File: src/rtl/fwd_ctrl_pkg.sv
// fwd_ctrl_pkg: register address width and the EX forwarding select encodings
package fwd_ctrl_pkg;
  localparam int REG_ADDR_W = 5;
  localparam logic [1:0] FW_RF  = 2'b00;
  localparam logic [1:0] FW_MEM = 2'b01;
  localparam logic [1:0] FW_WB  = 2'b10;
endpackage

File: src/rtl/fwd_ctrl_sel.sv
// fwd_ctrl_sel: one source's forwarding select (src, EX tag/we, MEM-shadow tag/we -> sel); EX match wins, $0 never forwarded
module fwd_ctrl_sel
  import fwd_ctrl_pkg::*;
#(
  parameter int ADDR_W = REG_ADDR_W
) (
  input  logic [ADDR_W-1:0] src,
  input  logic [ADDR_W-1:0] tgt_ex,
  input  logic              we_ex,
  input  logic [ADDR_W-1:0] tgt_m,
  input  logic              we_m,
  output logic [1:0]        sel
);
  always_comb begin
    sel = (src == '0) ? FW_RF :
          (we_ex && tgt_ex == src) ? FW_MEM :
          (we_m && tgt_m == src) ? FW_WB : FW_RF;
  end
endmodule

File: src/rtl/fwd_ctrl.sv
// fwd_ctrl: registered EX forwarding selects (FWA/FWB/FWhi/FWlo) from ID sources vs EX/MEM-shadow writers, plus combinational load-use stall_ID
module fwd_ctrl
  import fwd_ctrl_pkg::*;
#(
  parameter int ADDR_W = REG_ADDR_W
) (
  input  logic              clk,
  input  logic              rst,
  input  logic [ADDR_W-1:0] rs_ID,
  input  logic [ADDR_W-1:0] rt_ID,
  input  logic [ADDR_W-1:0] target_EX,
  input  logic              we_EX,
  input  logic              mem_read_EX,
  input  logic              we_hi_EX,
  input  logic              we_lo_EX,
  input  logic              hold,
  input  logic              flush,
  output logic [1:0]        FWA,
  output logic [1:0]        FWB,
  output logic [1:0]        FWhi,
  output logic [1:0]        FWlo,
  output logic              stall_ID
);
  logic [ADDR_W-1:0] tgt_m_q, tgt_m_d;
  logic we_m_q, we_m_d, we_hi_m_q, we_hi_m_d, we_lo_m_q, we_lo_m_d;
  logic [1:0] fwa_q, fwa_d, fwb_q, fwb_d, fwhi_q, fwhi_d, fwlo_q, fwlo_d;
  logic [1:0] sel_a, sel_b;
  logic bubble;
  fwd_ctrl_sel #(.ADDR_W(ADDR_W)) u_sel_a (
    .src(rs_ID), .tgt_ex(target_EX), .we_ex(we_EX), .tgt_m(tgt_m_q), .we_m(we_m_q), .sel(sel_a)
  );
  fwd_ctrl_sel #(.ADDR_W(ADDR_W)) u_sel_b (
    .src(rt_ID), .tgt_ex(target_EX), .we_ex(we_EX), .tgt_m(tgt_m_q), .we_m(we_m_q), .sel(sel_b)
  );
  always_comb begin
    stall_ID  = !rst && mem_read_EX && we_EX && target_EX != '0 &&
                (target_EX == rs_ID || target_EX == rt_ID);
    bubble    = flush || stall_ID;
    tgt_m_d   = hold ? tgt_m_q : target_EX;
    we_m_d    = hold ? we_m_q : we_EX;
    we_hi_m_d = hold ? we_hi_m_q : we_hi_EX;
    we_lo_m_d = hold ? we_lo_m_q : we_lo_EX;
    fwa_d     = hold ? fwa_q : bubble ? FW_RF : sel_a;
    fwb_d     = hold ? fwb_q : bubble ? FW_RF : sel_b;
    fwhi_d    = hold ? fwhi_q : bubble ? FW_RF :
                we_hi_EX ? FW_MEM : we_hi_m_q ? FW_WB : FW_RF;
    fwlo_d    = hold ? fwlo_q : bubble ? FW_RF :
                we_lo_EX ? FW_MEM : we_lo_m_q ? FW_WB : FW_RF;
  end
  always_ff @(posedge clk or posedge rst) begin
    if (rst) begin
      tgt_m_q   <= '0;
      we_m_q    <= 1'b0;
      we_hi_m_q <= 1'b0;
      we_lo_m_q <= 1'b0;
      fwa_q     <= FW_RF;
      fwb_q     <= FW_RF;
      fwhi_q    <= FW_RF;
      fwlo_q    <= FW_RF;
    end else begin
      tgt_m_q   <= tgt_m_d;
      we_m_q    <= we_m_d;
      we_hi_m_q <= we_hi_m_d;
      we_lo_m_q <= we_lo_m_d;
      fwa_q     <= fwa_d;
      fwb_q     <= fwb_d;
      fwhi_q    <= fwhi_d;
      fwlo_q    <= fwlo_d;
    end
  end
  assign FWA  = fwa_q;
  assign FWB  = fwb_q;
  assign FWhi = fwhi_q;
  assign FWlo = fwlo_q;
endmodule

File: config.mk
export PLATFORM = sky130hd
export DESIGN_NAME = fwd_ctrl
export DESIGN_NICKNAME = d
export VERILOG_FILES = /design/src/rtl/fwd_ctrl_pkg.sv /design/src/rtl/fwd_ctrl_sel.sv /design/src/rtl/fwd_ctrl.sv
export SDC_FILE = /design/constraint.sdc
export NUM_CORES = 1
export LEC_CHECK = 0
export ABC_AREA = 0
export CAP_MARGIN = 20
export CORE_ASPECT_RATIO = 0.5
export CORE_MARGIN = 5
export CORE_UTILIZATION = 42
export DETAILED_ROUTE_END_ITERATION = 6
export PLACE_DENSITY = 0.81
export SLEW_MARGIN = 20
export SYNTH_ARGS = -nofsm -noshare
export SYNTH_HDL_FRONTEND = slang
export SYNTH_HIERARCHICAL = 1
export SYNTH_SLANG_ARGS = --single-unit
File: constraint.sdc
create_clock -name clk -period 1.31 [get_ports clk]
set_input_delay 0.262 -clock clk [delete_from_list [all_inputs] [get_ports clk]]
set_output_delay 0.262 -clock clk [all_outputs]
set_load 0.01 [all_outputs]
### Metal 1

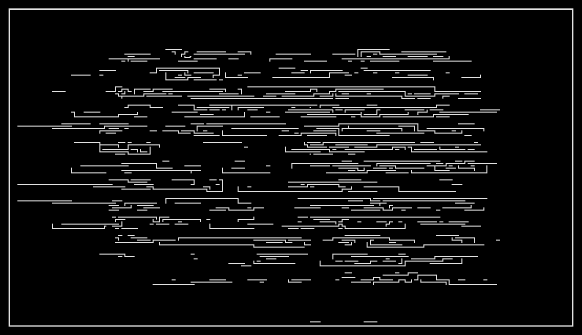
nets with wire on the layer = 191
wire length on this layer = 1710 µm
met1 usage in global routing: 25.3%
final WL: 3.98 mm
Vias: 1165

### Met2 routing

The bar under the picture is 20 µm long. Cells faint in the background.
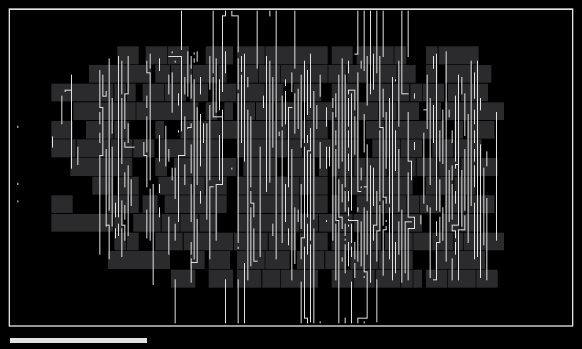
main direction = vertical
longest straight run = 36.2 µm
wire length on this layer = 2020 µm
share of all routed wire = 51%
nets with wire on the layer = 185
grt met2 use: 37.9%

==> results.cfg <==
; flow metrics
[layout]
flops = 16
n_all_inverters = 1
comb_cells = 89
clk_share_pct = 2.18
area_delta_synth_final_pct = 73.8
comb_area_share_pct = 40.7
logic_area_um2 = 772
drive_gt1_share_pct = 44.9
bufAreaShareNonClock_pct = 33.2
ff_latch_area_um2 = 402

[timing]
holdWs_ns = 0.282
max_freq_mhz = 624
slew_viol_final = 0
setup_slack_ns = -0.293
setup_viol = 9
tns_ns = -2.01
slew_headroom_pct = 80.2
post-route-min-period_ns = 1.60
worst_pin_slew_ns = 0.295

[worst_setup_path]
cp_slowest_cell = dfrtp_1
worst_path_largest_cell_delay_ns = 0.42
crit_end = FWA[1]
cp_max_fo = 3
cp_top_family = simple AND/OR/NAND/NOR gates
required_ns = 1.49
crit_path_start = tgt_m_q[1]
crit_arrival_ns = 1.78
r2r-start = tgt_m_q[1]
crit_type = reg2reg
cp.depth = 6
endpoint_kind = register
r2r_setup_slack_ns = -0.29

[logic_synthesis]
yosysWarnings = 6
ys_top_cells_by_count = 22 x xnor2_1, 16 x dfrtp_1, 12 x nand2_1
yosys_area_um2 = 1090
synth-seq-cells = 16
yosysMostFrequentCell = xnor2_1
fp_nets = 132

[routing]
postRouteAntennaNets = 0
wl_met3_um = 128
first_pass_iters = 4
wl_met2_mm = 2.02

[pwr]
pg_seq_uw = 576
p_int_mw = 1.02
finalPower_mw = 1.45
p_clk_share_pct = 25.2
power_frac_seq_pct = 39.8
p_comb_uw = 506
power_density_nw_per_um2 = 761

[cts]
clock-sinks = 16
cts_root_buf = clkbuf_8
cts_tree = done

[grt]
overflow = 0
grt_pass1_vias = 1139
antenna_found_initial = 0
grt_use_total_pct = 20.8
grt_busiest_layer = met2

[die]
die_y_um = 46.1
dieWidth_um = 82.1
pin_count = 32
taps = 37
core.rowCount = 13
chip_area_um2 = 3780

[run_status]
violations = negative setup slack
status = finished with violations

[place]
globalplace.congestion = 0.910
dp_slack_ns = -1.10
dp_cells = 201
placed_area_um2 = 1660

[min_path]
min_from = target_EX[3]
whs_path_depth = 2

[job]
maxCapViolCount = 0
-- repair_timing --
action,CTS,global route
cloned,0,0
setup buffers,9,5
endpoints found under the setup margin,17,9
gates resized,88,15
pin swaps,22,18
-- kinds of logic after synthesis --
logic type | synth area share (%)
AOI/OAI and AO/OA | 13.1
DFF | 36.7
buffers and inverters | 1.60
and+or+nand+nor | 16.4
muxes | 8.25
xor gates and xnor gates | 24.1
-- cell usage in the layout (no fill, tap or decap), types with 4 or more instances in the layout --
master,instances
a32oi_1,8
buf_4,23
buf_6,18
clkdlybuf4s50_1,6
dfrtp_1,15
dlygate4sd2_1,10
mux2_2,8
nand2_1,11
nand3_1,4
nor2_4,4
o21ai_1,7
xnor2_1,20
xor2_1,8
